## src/rtl/ev22_regfile_pkg.sv

```systemverilog
// ev22_regfile_pkg
//   Shared constants and helpers for the EV22 register-file write side.
//   Slot map: r0..r27 GPR, r28/r29 sampled input ports PI0/PI1,
//   r30/r31 unused (read as 0), r32/r33 output ports PO0/PO1,
//   r34 Working_Register.
package ev22_regfile_pkg;

   localparam int DATA_W    = 16;
   localparam int NUM_SLOTS = 35;
   localparam int SEL_BITS  = 6;

   localparam logic [SEL_BITS-1:0] REG_PI0 = 6'd28;
   localparam logic [SEL_BITS-1:0] REG_PI1 = 6'd29;
   localparam logic [SEL_BITS-1:0] REG_PO0 = 6'd32;
   localparam logic [SEL_BITS-1:0] REG_PO1 = 6'd33;
   localparam logic [SEL_BITS-1:0] REG_W   = 6'd34;

   // Writable destinations: the GPRs below the PI slots, both PO slots and
   // the Working_Register. PI slots, the unused pair and 35..63 are rejected.
   function automatic logic is_legal_dest(input logic [SEL_BITS-1:0] sel);
      return (sel < REG_PI0) || (sel == REG_PO0) || (sel == REG_PO1) || (sel == REG_W);
   endfunction

endpackage

```

## src/rtl/po_handshake.sv

```systemverilog
// po_handshake
//   One output-port data register with a valid/ack handshake and a sticky
//   overrun flag.
//   Ports:
//     clk      system clock
//     rst      synchronous active-high reset
//     wr       legal write targeting this port this cycle
//     wr_data  data to store on wr
//     ack      consumer accepted the current value
//     data     stored port value
//     valid    data holds a value the consumer has not yet accepted
//     overrun  sticky; set when data is replaced before it was accepted
module po_handshake #(
   parameter int DATA_W = 16
) (
   input  logic              clk,
   input  logic              rst,
   input  logic              wr,
   input  logic [DATA_W-1:0] wr_data,
   input  logic              ack,
   output logic [DATA_W-1:0] data,
   output logic              valid,
   output logic              overrun
);

   // NOTE: state is updated with non-blocking assignments so every flop
   // samples the values from before the edge, independent of statement order.
   always_ff @(posedge clk) begin
      if (rst) begin
         data    <= '0;
         valid   <= 1'b0;
         overrun <= 1'b0;
      end else if (wr) begin
         // A simultaneous ack consumes the old value; the new one is pending.
         data  <= wr_data;
         valid <= 1'b1;
         if (valid && !ack) overrun <= 1'b1;
      end else if (ack) begin
         // An ack with nothing pending leaves valid at 0 anyway.
         valid <= 1'b0;
      end
   end

endmodule

```

## src/rtl/regfile_write_port.sv

```systemverilog
// regfile_write_port
//   Write side of the EV22 register file. Holds GPRs r0..r27, output ports
//   r32/r33, the Working_Register r34, and samples input ports into r28/r29.
//   All 35 slots are presented as a flat bus to the read mux.
//   Build option: define EV22_PI_SYNC_EN to pass PI0_In/PI1_In through a
//   two-flop synchronizer (2-cycle PI latency instead of 1).
//   Ports:
//     clk, rst          system clock, synchronous active-high reset
//     Wr_En/Sel_C/Data_C  main write port
//     Update_W/Data_W   secondary Working_Register write (Wr_En to r34 wins)
//     PI0_In/PI1_In     external input ports
//     PO0_Ack/PO1_Ack   consumer acknowledges for the output ports
//     Reg_Flat          slot k at [16k+15:16k]; slots 30/31 read 0
//     PO0_Valid/PO1_Valid  output port holds unconsumed data
//     Wr_Err            one-cycle pulse after a write to an illegal slot
//     Overrun           sticky per-port overwrite-before-ack flags
module regfile_write_port #(
   parameter int DATA_W  = 16,
   parameter int NUM_GPR = 28,
   parameter int SEL_W   = 6
) (
   input  logic                                       clk,
   input  logic                                       rst,
   input  logic                                       Wr_En,
   input  logic [SEL_W-1:0]                           Sel_C,
   input  logic [DATA_W-1:0]                          Data_C,
   input  logic                                       Update_W,
   input  logic [DATA_W-1:0]                          Data_W,
   input  logic [DATA_W-1:0]                          PI0_In,
   input  logic [DATA_W-1:0]                          PI1_In,
   input  logic                                       PO0_Ack,
   input  logic                                       PO1_Ack,
   output logic [ev22_regfile_pkg::NUM_SLOTS*DATA_W-1:0] Reg_Flat,
   output logic                                       PO0_Valid,
   output logic                                       PO1_Valid,
   output logic                                       Wr_Err,
   output logic [1:0]                                 Overrun
);

   import ev22_regfile_pkg::*;

   logic [DATA_W-1:0] gpr [NUM_GPR];
   logic [DATA_W-1:0] w_reg;
   logic [DATA_W-1:0] pi0_reg, pi1_reg;
   logic [DATA_W-1:0] po0_data, po1_data;
   logic              wr_po0, wr_po1;
   logic              overrun0, overrun1;

   // GPR array, Working_Register and error pulse.
   // NOTE: the GPR array is built from flops, not a RAM macro, so clearing
   // every entry on reset is cheap and gives a known state to the read mux.
   always_ff @(posedge clk) begin
      if (rst) begin
         for (int k = 0; k < NUM_GPR; k++) gpr[k] <= '0;
         w_reg  <= '0;
         Wr_Err <= 1'b0;
      end else begin
         for (int k = 0; k < NUM_GPR; k++) begin
            if (Wr_En && Sel_C == SEL_W'(k)) gpr[k] <= Data_C;
         end
         if (Wr_En && Sel_C == REG_W) w_reg <= Data_C;
         else if (Update_W)           w_reg <= Data_W;
         Wr_Err <= Wr_En && !is_legal_dest(Sel_C);
      end
   end

   // Input-port sampling; r28/r29 are the last stage in both builds.
`ifdef EV22_PI_SYNC_EN
   logic [DATA_W-1:0] pi0_meta, pi1_meta;

   always_ff @(posedge clk) begin
      if (rst) begin
         pi0_meta <= '0;
         pi1_meta <= '0;
         pi0_reg  <= '0;
         pi1_reg  <= '0;
      end else begin
         pi0_meta <= PI0_In;
         pi1_meta <= PI1_In;
         pi0_reg  <= pi0_meta;
         pi1_reg  <= pi1_meta;
      end
   end
`else
   always_ff @(posedge clk) begin
      if (rst) begin
         pi0_reg <= '0;
         pi1_reg <= '0;
      end else begin
         pi0_reg <= PI0_In;
         pi1_reg <= PI1_In;
      end
   end
`endif

   assign wr_po0 = Wr_En && (Sel_C == REG_PO0);
   assign wr_po1 = Wr_En && (Sel_C == REG_PO1);

   po_handshake #(.DATA_W(DATA_W)) u_po0 (
      .clk     (clk),
      .rst     (rst),
      .wr      (wr_po0),
      .wr_data (Data_C),
      .ack     (PO0_Ack),
      .data    (po0_data),
      .valid   (PO0_Valid),
      .overrun (overrun0)
   );

   po_handshake #(.DATA_W(DATA_W)) u_po1 (
      .clk     (clk),
      .rst     (rst),
      .wr      (wr_po1),
      .wr_data (Data_C),
      .ack     (PO1_Ack),
      .data    (po1_data),
      .valid   (PO1_Valid),
      .overrun (overrun1)
   );

   assign Overrun = {overrun1, overrun0};

   // Flat read bus; unused slots 30/31 stay at the default 0.
   // NOTE: the whole bus is given a default first so no bit can hold its
   // previous value, which would otherwise infer a latch.
   always_comb begin
      Reg_Flat = '0;
      for (int k = 0; k < NUM_GPR; k++) Reg_Flat[k*DATA_W +: DATA_W] = gpr[k];
      Reg_Flat[int'(REG_PI0)*DATA_W +: DATA_W] = pi0_reg;
      Reg_Flat[int'(REG_PI1)*DATA_W +: DATA_W] = pi1_reg;
      Reg_Flat[int'(REG_PO0)*DATA_W +: DATA_W] = po0_data;
      Reg_Flat[int'(REG_PO1)*DATA_W +: DATA_W] = po1_data;
      Reg_Flat[int'(REG_W)*DATA_W   +: DATA_W] = w_reg;
   end

endmodule

```

## config.mk

```make
export PLATFORM = sky130hd
export DESIGN_NAME = regfile_write_port
export DESIGN_NICKNAME = d
export VERILOG_FILES = /design/src/rtl/ev22_regfile_pkg.sv /design/src/rtl/po_handshake.sv /design/src/rtl/regfile_write_port.sv
export SDC_FILE = /design/constraint.sdc
export NUM_CORES = 1
export LEC_CHECK = 0
export CAP_MARGIN = 20
export CELL_PAD_IN_SITES_DETAIL_PLACEMENT = 0
export CELL_PAD_IN_SITES_GLOBAL_PLACEMENT = 1
export CORE_AREA = 2 2 246 248
export CTS_CLUSTER_DIAMETER = 150
export DETAILED_ROUTE_END_ITERATION = 8
export DIE_AREA = 0 0 248 250
export PLACE_DENSITY = 0.78
export SLEW_MARGIN = 20
export SYNTH_ARGS = -nofsm -noshare
export SYNTH_HDL_FRONTEND = slang
export SYNTH_SLANG_ARGS = --single-unit
```

## constraint.sdc

```tcl
create_clock -name clk -period 3.17 [get_ports clk]
set_input_delay 0.634 -clock clk [delete_from_list [all_inputs] [get_ports clk]]
set_output_delay 0.634 -clock clk [all_outputs]
set_load 0.005 [all_outputs]
```

==> results.toml <==
# implementation run metrics
[run_status]
status = "complete, no violations"

[detailed_routing]
ant_nets = 0
totalWireLength_mm = 66.3
wl_per_cell_um = 24.7
firstDrtPassIters = 7
dr.first_iter.drc_count = 918
viasPerCell = 4.72
drc = 0
vias = 12600

[die]
io_pins = 641
core_util_floorplan = 0.325
die_w_um = 248
die-area_um2 = 62000
die.size.y_um = 250

[final_timing]
period_needed_ns = 2.50
period_used_share = 0.788
report.final.slew_viol_count = 0
skew_ns = 0.00155
setup_viol = 0
hold_viol = 0
tightest_slew_ns = 0.678
max_freq_ghz = 0.401
tns_ns = 0
relSlewSlack = 0.548
rsz0062_at_grt = "no"

[clocking]
cts.clk_slew.worst_paths_ns = 0.06
cts_hold_buf = 0
clk_latency_ns = 0.58
ctsRootBufferMaster = "clkbuf_16"
cts_tree = "built"
cts_setup_buffers = 0
cts_buffer_depth = 3
ctsHtreeMaxLevel = 2
post_cts_resized = 0

[synth]
ys_async_sr_fraction = 0
synth_cell_type_count = 36
yosys_warnings = 0
ys_area_um2 = 19300
dominantRegCellSynth = "edfxtp_1"
ys_cells = 1212
edf_count = 448
avgSynthCellArea_um2 = 16.0
ys_seq_frac = 0.784
ys.flops = 533
synth_area_um2 = 19300
syn_inst = 1212

[final_layout]
lay_top_count = "clkdlybuf4s50_1"
nNetsFinal = 1926
largest-register = "gpr"
mostFrequentLayoutCells = "607 x clkdlybuf4s50_1, 448 x edfxtp_1, 172 x nor3_1"
drive_above_1_share = 0.127
instances_no_fill = 2681
syn_to_final_growth_pct = 47.4
fill_cells = 5119
largest_reg_flops = 448

[placement]
dp_hpwl_mm = 47.2
port_buffers = 608
post-place-cells = 2576
gp_congestion = 0.812

[pwr]
p_per_area_nw_per_um2 = 582
peakVddDrop_mv = 0.463
power.leakage_nw = 10.1

[worst_setup_path]
end_kind = "register"
start_kind = "primary input"
crit_path_max_fanout = 18
worstPathRequired_ns = 3.67
crit_type = "primary input to register"
crit_arrival_ns = 2.99

[grt]
grt_pass1_vias = 12500
grt_pass1_wl_mm = 91.9
track_usage = 0.208
antenna_found_initial = 3
grt_max_degree = 67
global_route.overflow_total = 0

[flow_run]
warning_count = 26
cap_violations = 0

[min_path]
hp-class = "register to register"
-- cells in the mapped netlist (2+ instances only) --
cell type,instances,area [um^2]
a41o_1,2,20.0
nor3_2,20,200
o31ai_1,2,15.0
buf_2,11,55.1
o21bai_1,12,90.1
nor4b_2,2,30.0
buf_1,18,67.6
clkbuf_1,70,263
inv_1,16,60.1
edfxtp_1,448,13500
nand2b_1,56,350
nor4b_1,2,17.5
mux2i_1,48,480
a21oi_1,4,20.0
a21o_1,10,75.1
buf_6,5,56.3
dfxtp_1,85,1700
nor2_1,51,191
nand2_1,5,18.8
and3b_1,3,26.3
nor4_4,5,106
nor3_1,172,861
and2_1,64,400
nand2_2,2,12.5
buf_4,39,293
a31o_2,2,17.5
nor2b_1,34,213
mux2_2,16,180
-- path summary, 6_finish.rpt --
path / from / end / slack [ns] / cells after the start
max: Sel_C[2] / u_po1.overrun / 0.67 / 5
min: u_po1.overrun / u_po1.overrun / 0.46 / 2
min reg2reg: u_po1.overrun / u_po1.overrun / 0.46 / 2
max reg2reg: w_reg[0] / w_reg[0] / 2.25 / 3
-- routing by layer --
| metal | routed length, um | GRT usage | share of wire |
|---|---|---|---|
| met3 | 6680 | 0.0672 | 0.10 |
| met2 | 32600 | 0.349 | 0.49 |
| met4 | 1310 | 0.0513 | 0.020 |
| met5 | 0 | 0 | 0 |
| met1 | 25700 | 0.258 | 0.39 |
-- per-stage QoR --
stage | util | area, um^2 | power (mW) | hold slack (ns) | setup slack [ns]
2_1_floorplan | - | 19500 | 8.69 | 0.434 | 0.398
3_3_place_gp | 0.447 | 26600 | 9.97 | 0.453 | 0.0550
3_5_place_dp | 0.447 | 26600 | 9.99 | 0.454 | 0.0484
4_1_cts | 0.478 | 28500 | 16.7 | 0.469 | 0.678
5_1_grt | 0.478 | 28500 | 17.1 | 0.503 | 0.547
6_report | 0.478 | 28500 | 16.6 | 0.462 | 0.673
-- cell type report --
class	count	area [um^2]	share of cell area
sequential	533	15200	0.532
tap	782	978	0.0343
inverter	16	60.1	0.00211
clock inverter	38	469	0.0165
timing repair buffer	694	6840	0.240
clock buffer	62	1400	0.0492
multi-input combinational	551	3580	0.126
antenna	5	12.5	0.000439
-- worst max-delay path, cell delays in order --
cell             delay (ns)
clkdlybuf4s50_1        0.72
buf_4                  0.32
nor4b_2                0.45
nand2_2                0.48
o31ai_1                0.35
-- where the power goes --
group	internal [mW]	switching [mW]
Sequential	8.01	0.155
Combinational	0.883	0.779
Clock	4.06	2.69
-- cells by family after synthesis --
kind of cell	share of synthesized area
buffers and inverters	0.0411
AOI/OAI and AO/OA	0.0127
other	0.000194
and+or+nand+nor	0.128
muxes	0.0342
DFF	0.784
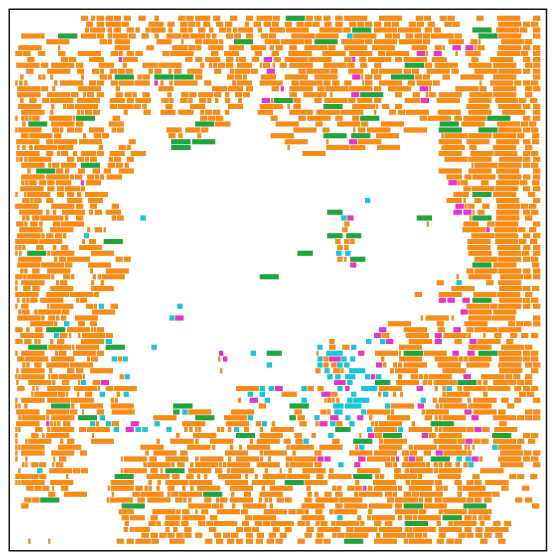
(cell sizes after repair)
Key: _3 and _4 cells = cyan [cells 90, share 4.8%, most used buf_4]; _0 and _1 cells = orange [cells 1653, share 87%, most used clkdlybuf4s50_1]; _2 cells = magenta [cells 74, share 3.9%, most used nor3_2]; _6 and larger = green [cells 77, share 4.1%, most used clkbuf_16]

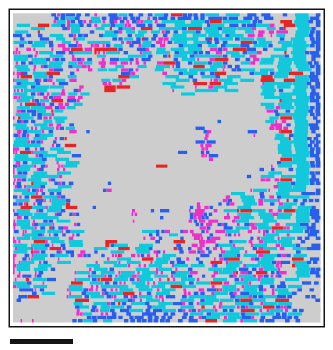
(cell classes on the final placement)
Bar = 50 um. Fill, decap, tap and diode cells in grey.
Key: flops = cyan [cells 533]; combinational and other logic = magenta [cells 567]; clock drivers and dummy loads = red [cells 100]; other buffers and delay cells = blue [cells 694]
core area: 59600 um^2
num rows: 90
fraction of area in registers: 0.532
cell area after layout: 28500 um^2

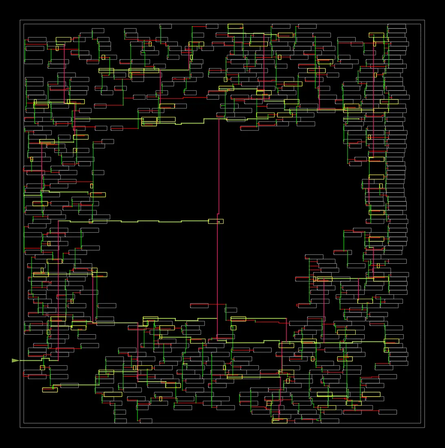
(clock wiring as the flow saved it)
Flop Count: 533
total CTS buffers: 54
clock tree sinks: 533

Power figures rest on the tool's default switching activity, not on a simulated workload.
